**config.mk**
```make
export PLATFORM = sky130hd
export DESIGN_NAME = timer_seg_display
export DESIGN_NICKNAME = d
export VERILOG_FILES = /design/src/rtl/timer_seg_display.sv
export SDC_FILE = /design/constraint.sdc
export NUM_CORES = 1
export LEC_CHECK = 0
export ABC_AREA = 1
export CORE_MARGIN = 2
export CORE_UTILIZATION = 51
export CTS_CLUSTER_SIZE = 30
export DETAILED_ROUTE_END_ITERATION = 16
export GPL_ROUTABILITY_DRIVEN = 0
export PLACE_DENSITY = 0.86
export SLEW_MARGIN = 20
export SYNTH_ARGS = -nofsm -noshare
export SYNTH_HDL_FRONTEND = slang
export SYNTH_SLANG_ARGS = --single-unit
```
**constraint.sdc**
```tcl
create_clock -name clk -period 2 [get_ports clk]
set_input_delay 0.4 -clock clk [delete_from_list [all_inputs] [get_ports clk]]
set_output_delay 0.4 -clock clk [all_outputs]
set_load 0.1 [all_outputs]
```
**src/rtl/timer_seg_display.sv**
```systemverilog
// timer_seg_display: drives a 4-digit common-anode seven-segment display
// from the 5-bit countdown seconds value and the pause flag.
//   digit 0: ones, digit 1: tens (blank when zero), digits 3..2: "--" while paused.
// Optional low-time blink of digits 1..0 is enabled by defining the macro
// TIMER_SEG_DISPLAY_BLINK_EN; without it the display is always steady.
module timer_seg_display #(
  parameter int REFRESH_DIV = 100000,
  parameter int BLINK_DIV   = 50000000,
  parameter int WARN_THRESH = 5
) (
  input  logic       clk,
  input  logic       rst_n,
  input  logic [4:0] time_display,
  input  logic       pause,
  output logic [3:0] an,
  output logic [6:0] seg,
  output logic       dp
);

  localparam int RW = $clog2(REFRESH_DIV);
  localparam logic [6:0] SEG_BLANK = 7'b1111111;
  localparam logic [6:0] SEG_DASH  = 7'b0111111;

  // Glyph table, active-low {g,f,e,d,c,b,a}.
  function automatic logic [6:0] glyph(input logic [3:0] d);
    logic [6:0] s;
    case (d)
      4'd0:    s = 7'b1000000;
      4'd1:    s = 7'b1111001;
      4'd2:    s = 7'b0100100;
      4'd3:    s = 7'b0110000;
      4'd4:    s = 7'b0011001;
      4'd5:    s = 7'b0010010;
      4'd6:    s = 7'b0000010;
      4'd7:    s = 7'b1111000;
      4'd8:    s = 7'b0000000;
      4'd9:    s = 7'b0010000;
      default: s = SEG_BLANK;
    endcase
    return s;
  endfunction

  // Anode pattern for a digit index, active-low one-hot.
  function automatic logic [3:0] anode(input logic [1:0] idx);
    logic [3:0] a;
    case (idx)
      2'd0:    a = 4'b1110;
      2'd1:    a = 4'b1101;
      2'd2:    a = 4'b1011;
      default: a = 4'b0111;
    endcase
    return a;
  endfunction

  logic [4:0]    time_q;
  logic          pause_q;
  logic [RW-1:0] ref_cnt_q, ref_cnt_d;
  logic [1:0]    idx_q, idx_d;
  logic          lit_q, lit_d;
  logic [3:0]    an_q, an_d;
  logic [6:0]    seg_q, seg_d;
  logic          ref_wrap;
  logic [1:0]    tens;
  logic [3:0]    ones;
  logic [6:0]    digit_seg;
  logic          hide_low;

`ifdef TIMER_SEG_DISPLAY_BLINK_EN
  localparam int BW = $clog2(BLINK_DIV);
  logic [BW-1:0] blink_cnt_q, blink_cnt_d;
  logic          blink_phase_q, blink_phase_d;
  logic          blink_wrap;

  // Blink timebase: free-running half-period counter and phase toggle.
  always_comb begin
    blink_wrap    = (blink_cnt_q == BW'(BLINK_DIV - 1));
    blink_cnt_d   = blink_wrap ? '0 : blink_cnt_q + BW'(1);
    blink_phase_d = blink_wrap ? ~blink_phase_q : blink_phase_q;
    // Using the next phase keeps every cycle of a lit slot consistent,
    // since both counters are aligned from reset.
    hide_low      = blink_phase_d && !pause_q && (time_q != 5'd0) &&
                    (int'(time_q) <= WARN_THRESH);
  end

  // Blink counter and phase registers.
  always_ff @(posedge clk or negedge rst_n) begin
    if (!rst_n) begin
      blink_cnt_q   <= '0;
      blink_phase_q <= 1'b0;
    end else begin
      blink_cnt_q   <= blink_cnt_d;
      blink_phase_q <= blink_phase_d;
    end
  end
`else
  assign hide_low = 1'b0;
`endif

  // Scan sequencing and next segment/anode pattern for the upcoming digit.
  always_comb begin
    ref_wrap  = (ref_cnt_q == RW'(REFRESH_DIV - 1));
    ref_cnt_d = ref_wrap ? '0 : ref_cnt_q + RW'(1);
    idx_d     = ref_wrap ? idx_q + 2'd1 : idx_q;
    // The display stays dark until the first refresh wrap after reset.
    lit_d     = lit_q | ref_wrap;

    tens      = 2'(time_q / 5'd10);
    ones      = 4'(time_q % 5'd10);

    digit_seg = SEG_BLANK;
    case (idx_d)
      2'd0:    digit_seg = hide_low ? SEG_BLANK : glyph(ones);
      2'd1:    digit_seg = (hide_low || tens == 2'd0) ? SEG_BLANK : glyph({2'b00, tens});
      default: digit_seg = pause_q ? SEG_DASH : SEG_BLANK;
    endcase

    an_d  = lit_d ? anode(idx_d) : 4'b1111;
    seg_d = lit_d ? digit_seg : SEG_BLANK;
  end

  // Input capture, scan state and registered display outputs.
  always_ff @(posedge clk or negedge rst_n) begin
    if (!rst_n) begin
      time_q    <= 5'd0;
      pause_q   <= 1'b0;
      ref_cnt_q <= '0;
      idx_q     <= 2'd0;
      lit_q     <= 1'b0;
      an_q      <= 4'b1111;
      seg_q     <= SEG_BLANK;
    end else begin
      time_q    <= time_display;
      pause_q   <= pause;
      ref_cnt_q <= ref_cnt_d;
      idx_q     <= idx_d;
      lit_q     <= lit_d;
      an_q      <= an_d;
      seg_q     <= seg_d;
    end
  end

  assign an  = an_q;
  assign seg = seg_q;
  assign dp  = 1'b1;

endmodule

```
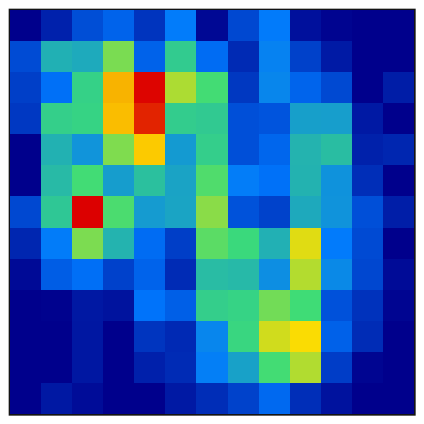
run_1/wire_density.png
Scale: 6 px per um. 13 x 13 tiles, from dark blue (low) to red (high), scaled to the fullest tile. Values are wire area over tile area, all layers added.
The fullest tile reaches 0.56. 14% of the tiles are over half the peak. The emptiest ninth of the die: bottom left. The mean over all tiles is 0.14. 18% of the tiles are nearly empty.

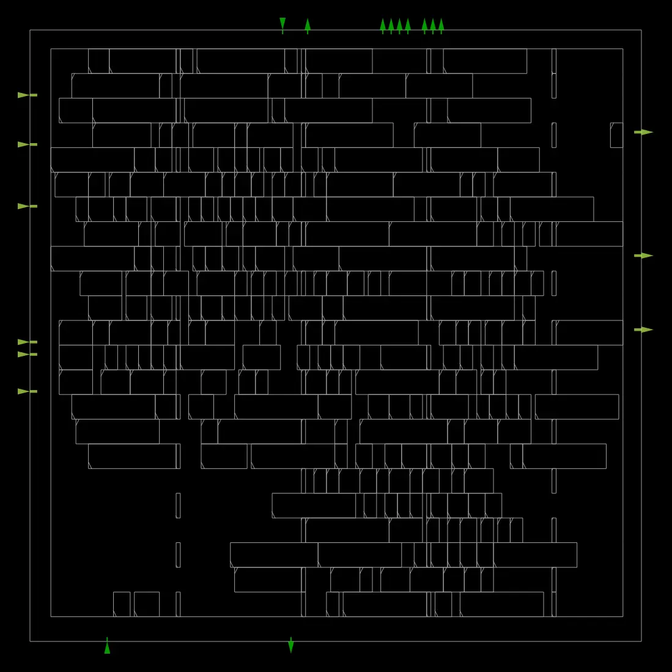
run_1/final_placement.png
row count: 23
Layout Cells excl Fill: 323

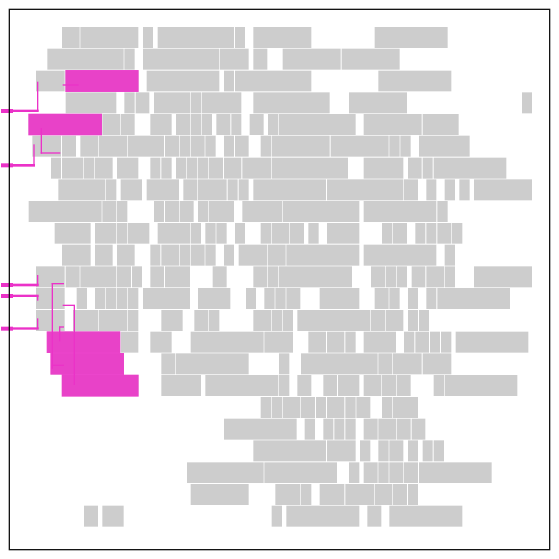
run_1/port_nets.png
Scale: 8 px per um.
Magenta marks time_display, bits 5, direction input, edge left, end cells 5, buffers 5, wire 57.7 um.

-- run 1: kinds of logic (layout without fill, tap and decap cells) --
kind of cell,Yosys count,count (layout),synth area share
adder cells (fa/ha/maj),6,6,0.03667
AND/OR/NAND/NOR,123,123,0.3295
other,1,1,0.001832
buffers and inverters,43,77,0.08191
AND-OR/OR-AND,25,25,0.07396
XOR/XNOR,4,4,0.01712
flip-flops,37,37,0.4590
-- run 1: cells in the mapped netlist (4+ instances only) --
library cell and count:
nor3_1 7, nor2_2 4, nand3_2 6, a21oi_1 11
dfrtp_1 26, nor2_1 20, o21ai_0 10, nand2_2 10
ha_1 6, dfstp_2 11, nand2_1 37, nand4_1 5
nand3_1 22, inv_2 7, inv_1 33
-- run 1: area by class of cell --
cell class	count	area, um2
multi-input combinational	159	985.9
sequential	37	940.9
timing repair buffer	27	352.8
clock buffer	6	72.57
tap	50	62.56
inverter	42	160.2
fill	291	1358
clock inverter	2	10.01
-- run 1: state kept, by name (all words and copies together) (netlist names) --
name	cells
an	4
seg	7
ref_cnt_q	17
idx_q	2
pause_q	1
lit_q	1
time_q	5
-- run 1: layout by cell type, fill, tap and decap left out, drive strengths merged --
master | synthesis | layout
xor2 | 3 | 3
nor3b | 1 | 1
o311ai | 1 | 1
dfrtp | 26 | 26
o21ai | 11 | 11
nand4 | 6 | 6
clkdlybuf4s50 | 0 | 6
a21oi | 13 | 13
inv | 41 | 41
nor3 | 10 | 10
ha | 6 | 6
nand3 | 30 | 30
buf | 1 | 21
nand2 | 49 | 49
or2 | 1 | 1
conb | 1 | 1
nor2 | 26 | 26
xnor2 | 1 | 1
clkinv | 1 | 3
dfstp | 11 | 11
clkbuf | 0 | 6
-- run 1: metal layers --
layer / share of wire / GRT usage / up-vias
met5: 0 / 0 / -
met4: 0.013 / 0.07143 / 0
met3: 0.043 / 0.05000 / 7
met2: 0.53 / 0.3379 / 52
met1: 0.42 / 0.2258 / 770
li1: - / - / 836
-- run 1: where the power goes --
part	total (W)	switching [W]	internal (W)	leakage [nW]
registers	0.000764	0.00000829	0.000756	0.450
logic	0.000229	0.000139	0.0000907	0.759
clock network	0.000492	0.000250	0.000241	0.0450
-- run 1: worst paths after layout --
kind                               from      endpoint  slack (ns)  depth (start not counted)
max                           time_q[2]        seg[3]        0.02                         14
min                               rst_n     time_q[3]        0.15                          2
max reg2reg                   time_q[2]        seg[3]        0.02                         14
min reg2reg                ref_cnt_q[0]  ref_cnt_q[0]        0.48                          1
max in group asynchronous         rst_n         an[3]        1.49                          2
min in group clk           ref_cnt_q[0]  ref_cnt_q[0]        0.48                          1
-- run 1: stage by stage --
stage | TNS (ns) | worst slack, ns | hold WS [ns]
2_1_floorplan | 0 | 0.008494 | 0.1044
3_3_place_gp | 0 | 0.1105 | 0.4570
3_5_place_dp | 0 | 0.03061 | 0.4690
4_1_cts | 0 | 0.01149 | 0.1523
5_1_grt | -0.2258 | -0.1192 | 0.1730
6_report | 0 | 0.01674 | 0.1466
-- run 1: timing repair --
| item | in CTS | in global routing |
|---|---|---|
| setup buffers | 0 | 3 |
| hold endpoints to repair | 0 | 0 |
| setup endpoints to repair | 0 | 7 |
| gates resized | 0 | 7 |
==> run_results.csv, run 1 <==
group,metric,value,unit
synthesis,yosysTopAreaCell,"dfrtp_1",
drt,dr.pass1.iters,4,
placed_design,port-buffer-count,18,
critical_path,critPathTopFamily,"simple AND/OR/NAND/NOR gates",
placed_design,hpwl,2.915,mm
synthesis,ys_seq_frac,0.4590,
drt,antenna_left,0,
critical_path,cpPeakStageDelay,0.43,ns
finish,fin_area,2585,um2
synthesis,yosysCellCount,239,
clocking,cts_tree,"built",
critical_path,crit_path_start_kind,"register",
drt,wl_per_cell,12.40,um
synthesis,topCellsByArea,"dfrtp_1 (32%), dfstp_2 (14%), nand2_1 (6.8%)",
timing,setup_viol,0,
clocking,clk_path_buf_depth,2,
synthesis,yosys_warnings,0,
critical_path,cp-end-kind,"register",
finish,fin_nets,286,
synthesis,syn_nets,253,
clocking,root_buffer,"clkbuf_8",
timing,drv_slew,0,
clocking,clk_transition_reported_paths,0.06,ns
floorplan,dieHeight,67.36,um
synthesis,synthArstFlopShare,1.000,
synthesis,ff_type,"dfrtp_1",
grt,grt_overflow,0,
clocking,holdBufCountCts,0,
timing,rsz0062_at_grt,"yes",
placed_design,dp.cells,312,
critical_path,crit_chain,"inv_2, nand3_2, nand2_2, inv_2, ha_4, a21oi_4, nand3_2, nand2_2, inv_2, ha_4, or2_0, nand3_1, nand2_1, nand2_1",
placed_design,placed_cell_area,2452,um2
pwr,leakagePower,1.253,nW
drt,drt_iter0_markers,156,
grt,grt_max_degree,38,
drt,via_per_inst,5.155,
synthesis,edf_count,0,
pwr,peakVddDrop,0.4361,mV
timing,fmax,504.2,MHz
grt,first_global_vias,1555,
critical_path,arrival,2.21,ns
critical_path,critPathBufInv,3,
critical_path,crit_top_cell,"inv_2",
grt,grt_pass1_wl,6.492,mm
clocking,htreeDepth,2,
clocking,insertion_delay,0.29,ns
floorplan,fp_util,0.5192,
grt,grt_use_total,0.1925,
worst_hold_path,hp-class,"input port to async pin",
finish,antennaDiodeCount,0,
job,warnings,29,
floorplan,num_io_pins,20,
synthesis,synth_cells,239,
job,cap_viol_max_count,0,
synthesis,synth_cell_types,31,
finish,area_growth,26.28,%
timing,period_needed,1.983,ns
synthesis,syn_area,2047,um2
floorplan,core_area,3943,um2
critical_path,cp_slowest_cell,"dfrtp_2",
synthesis,ys_chip_area,2047,um2
finish,final_core_util,0.6557,
critical_path,crit_fanout,4,
synthesis,synth.top_cell.area_share,0.3178,
outcome,status,"finished clean",
synthesis,synth_flops,37,
pwr,p_per_area,574.4,nW/um2
drt,route.detailed.drc,0,
clocking,cts_buffers,5,
floorplan,die_w,67.36,um
synthesis,avgSynthCellArea,8.565,um2
finish,layout-drive-gt1-share,0.3260,
critical_path,crit_type,"register to register",
timing,hold_viol_final,0,
drt,wirelength,4.005,mm
drt,via_count,1665,
critical_path,cp.required,2.23,ns
clocking,clock_sinks,37,
floorplan,dieArea,4537,um2
timing,finalClockSkew,0.01525,ns
timing,period_used_share,0.9916,
grt,antenna_found_initial,0,
pwr,total_power,0.001485,W
==> run 2, diff against run 1 <==
--- a/config.mk
+++ b/config.mk
@@ -11,7 +11,7 @@
 export CTS_CLUSTER_SIZE = 30
 export DETAILED_ROUTE_END_ITERATION = 16
 export GPL_ROUTABILITY_DRIVEN = 0
-export PLACE_DENSITY = 0.86
+export PLACE_DENSITY_LB_ADDON = 0.08
 export SLEW_MARGIN = 20
 export SYNTH_ARGS = -nofsm -noshare
 export SYNTH_HDL_FRONTEND = slang
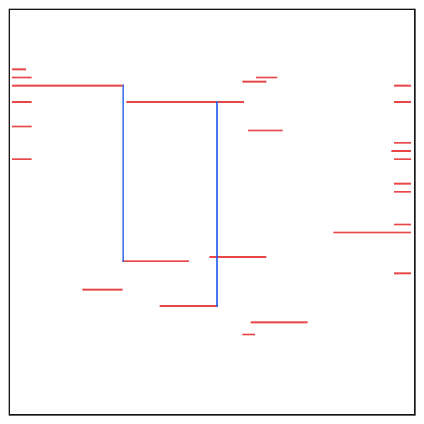
run_2/metal_stack.png
Scale: 6 px per um. Two of the layers only.
Red marks met3, wire length 147 um. Blue marks met4, wire length 63.2 um.

==> run_results.csv, run 2 <==
group,metric,value,unit
critical_path,crit_path_start_kind,"register",
synthesis,synthSimpleGateAreaFrac,0.3295,
synthesis,yosysTopAreaCell,"dfrtp_1",
finish,largest_reg_flops,17,
job,warnings,29,
pwr,seq_power_share,0.511,
synthesis,synth_cells,239,
pwr,p_per_area,570.6,nW/um2
finish,fin_nets,291,
grt,grt_overflow,0,
synthesis,synth.top_cell.area_share,0.3178,
timing,fmax,511.2,MHz
clocking,root_buffer,"clkbuf_8",
critical_path,critPathTopFamily,"simple AND/OR/NAND/NOR gates",
clocking,htreeDepth,2,
clocking,clock_sinks,37,
synthesis,ys_seq_frac,0.4590,
synthesis,ys_chip_area,2047,um2
drt,dr.pass1.iters,4,
critical_path,crit_fanout,4,
synthesis,syn_area,2047,um2
finish,layout-drive-gt1-share,0.3381,
clocking,cts_tree,"built",
pwr,p_int,0.001088,W
pwr,pwr-share-comb,0.150,
synthesis,synthTopLogicFamily,"simple AND/OR/NAND/NOR gates",
floorplan,core.rowCount,23,
finish,layout.cells.non_filler,328,
timing,relSlewSlack,0.6575,
grt,grt_max_degree,25,
synthesis,netlist_top_cells_count,"nand2_1 (37), inv_1 (33), dfrtp_1 (26)",
grt,grt_pass1_wl,6.403,mm
critical_path,critPathBufInv,3,
timing,period_needed,1.956,ns
floorplan,die_w,67.36,um
timing,setup_viol,0,
synthesis,syn_nets,253,
drt,drt_iter0_markers,93,
critical_path,cp.required,2.23,ns
timing,drv_slew,0,
pwr,peakVddDrop,0.5134,mV
timing,fin_worst_hold_slack,0.07268,ns
floorplan,dieArea,4537,um2
drt,via_count,1607,
critical_path,cpPeakStageDelay,0.42,ns
finish,final_cell_mix,"nand2_1 (35), inv_1 (30), dfrtp_1 (26)",
pwr,leakagePower,1.278,nW
synthesis,ys_sh_mux,0,
grt,first_global_vias,1483,
critical_path,cp-end-kind,"register",
job,cap_viol_max_count,0,
synthesis,yosys_warnings,0,
worst_hold_path,hp-class,"input port to async pin",
placed_design,hpwl,2.824,mm
clocking,clk_transition_reported_paths,0.08,ns
timing,hold_viol_final,0,
critical_path,crit_start,"time_q[2]",
timing,worst_slew_pin_slew,0.5137,ns
pwr,clkPwrFrac,0.340,
placed_design,dp.cells,315,
clocking,cts_buffers,5,
synthesis,ys_sh_xor,0.01711,
timing,period_used_share,0.9782,
grt,antenna_found_initial,0,
critical_path,r2r-start,"time_q[2]",
pwr,p_sw,0.0004055,W
finish,layout_top_cell,"nand2_1",
floorplan,num_io_pins,20,
critical_path,cp_slowest_cell,"dfrtp_1",
synthesis,topCellsByArea,"dfrtp_1 (32%), dfstp_2 (14%), nand2_1 (6.8%)",
timing,finalClockSkew,0.009853,ns
floorplan,dieHeight,67.36,um
drt,wirelength,3.674,mm
critical_path,crit_chain,"inv_2, nand3_2, nand2_2, inv_4, ha_4, a21oi_4, nand3_2, nand2_2, inv_2, ha_1, or2_0, nand3_1, nand2_1, nand2_1",
drt,route.detailed.drc,0,
grt,grt_use_total,0.1904,
synthesis,most_common_cell,"nand2_1",
critical_path,arrival,2.18,ns
timing,rsz0062_at_grt,"yes",
drt,via_per_inst,4.899,
drt,wl_per_cell,11.20,um
finish,area_growth,27.87,%
finish,regMostFlops,"ref_cnt_q",
synthesis,synth_flops,37,
synthesis,aoi_share,0.07396,
synthesis,synthArstFlopShare,1.000,
synthesis,yosysCellCount,239,
drt,antenna_left,0,
clocking,clk_path_buf_depth,2,
pwr,switching_share,0.2715,
finish,antennaDiodeCount,0,
floorplan,fp_util,0.5192,
critical_path,crit_type,"register to register",
clocking,insertion_delay,0.29,ns
synthesis,edf_count,0,
synthesis,ff_type,"dfrtp_1",
synthesis,synth_cell_types,31,
outcome,status,"finished clean",
synthesis,avgSynthCellArea,8.565,um2
synthesis,adder_share,0.03667,
placed_design,port-buffer-count,18,
floorplan,core_area,3943,um2
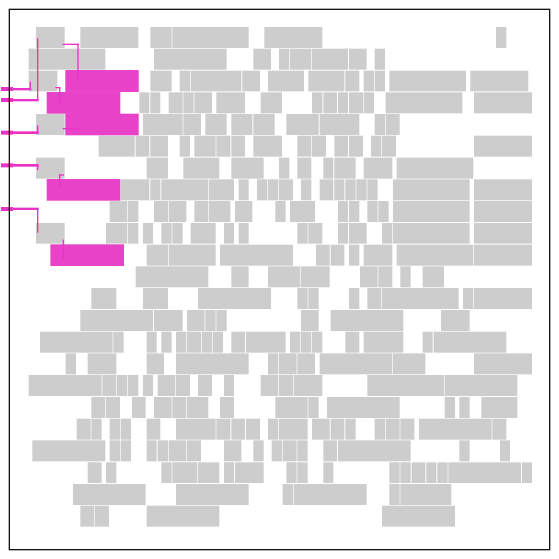
run_2/port_nets.png
Scale: 8 px per um.
Magenta marks time_display, bits 5, direction input, edge left, end cells 5, buffers 5, wire 41.6 um.

-- run 2: cell counts after synthesis --
Identical to the previous run, type by type.
-- run 2: worst reg2reg max path, delay by kind of cell (launching register included) --
kind / cells / cell delay, ns
buf+inv: 3 / 0.18
compound gates: 1 / 0.16
flops: 1 / 0.42
fa+ha+maj: 2 / 0.42
simple gates: 8 / 0.71
-- run 2: power groups by stage --
stage	clock [W]	combinational [W]	sequential, W
6_report	0.000507	0.000223	0.000763
3_3_place_gp	0	0.000205	0.000776
5_1_grt	0.000561	0.000250	0.000764
3_5_place_dp	0	0.000206	0.000776
2_1_floorplan	0	0.000142	0.000776
4_1_cts	0.000524	0.000207	0.000763
-- run 2: cell families (layout without fill, tap and decap cells) --
logic type | after synthesis | after routing
xor+xnor | 4 | 4
other cells | 1 | 1
compound gates | 25 | 25
fa+ha+maj | 6 | 6
flops | 37 | 37
buf+inv | 43 | 82
simple gates | 123 | 123
-- run 2: layer usage --
layer / global-route usage / share of wire / vias up / routed length (um)
met5: 0 / 0 / - / 0
met2: 0.2871 / 0.47 / 33 / 1735
met1: 0.2545 / 0.47 / 730 / 1729
met3: 0.05833 / 0.040 / 5 / 146
met4: 0.07908 / 0.017 / 0 / 63
li1: - / - / 839 / -
-- run 2: per-stage QoR --
stage	setup WS [ns]	instance area, um2	utilization	setup TNS [ns]	power, W
final	0.04366	2618	0.6639	0	0.001494
after global routing	-0.07290	2618	0.6639	-0.1198	0.001575
after CTS	0.006243	2561	0.6496	0	0.001493
after detailed placement	0.04898	2475	0.6277	0	0.0009822
after global placement	0.1071	2475	0.6277	0	0.0009809
after floorplan	0.008494	2067	-	0	0.0009180
-- run 2: layout make-up --
type	instances	area (um2)
tap	50	62.56
clock buffer	5	68.82
timing repair buffer	32	390.4
sequential	37	939.7
clock inverter	3	17.52
inverter	42	162.7
fill	311	1325
multi-input combinational	159	975.9
-- run 2: path summary, 6_finish.rpt --
path | endpoint | slack (ns) | cells past startpoint
max | seg[3] | 0.04 | 14
min | ref_cnt_q[6] | 0.07 | 1
max reg2reg | seg[3] | 0.04 | 14
min reg2reg | ref_cnt_q[0] | 0.49 | 1
max in group asynchronous | seg[3] | 1.34 | 2
min in group clk | ref_cnt_q[0] | 0.49 | 1
-- run 2: repair_timing --
item                                    CTS  global route
hold buffers                              0             0
endpoints found under the setup margin    0             7
setup buffers                             0             5
gates resized                             0             7
No activity file was given, so power comes from the tool's default toggle rates.
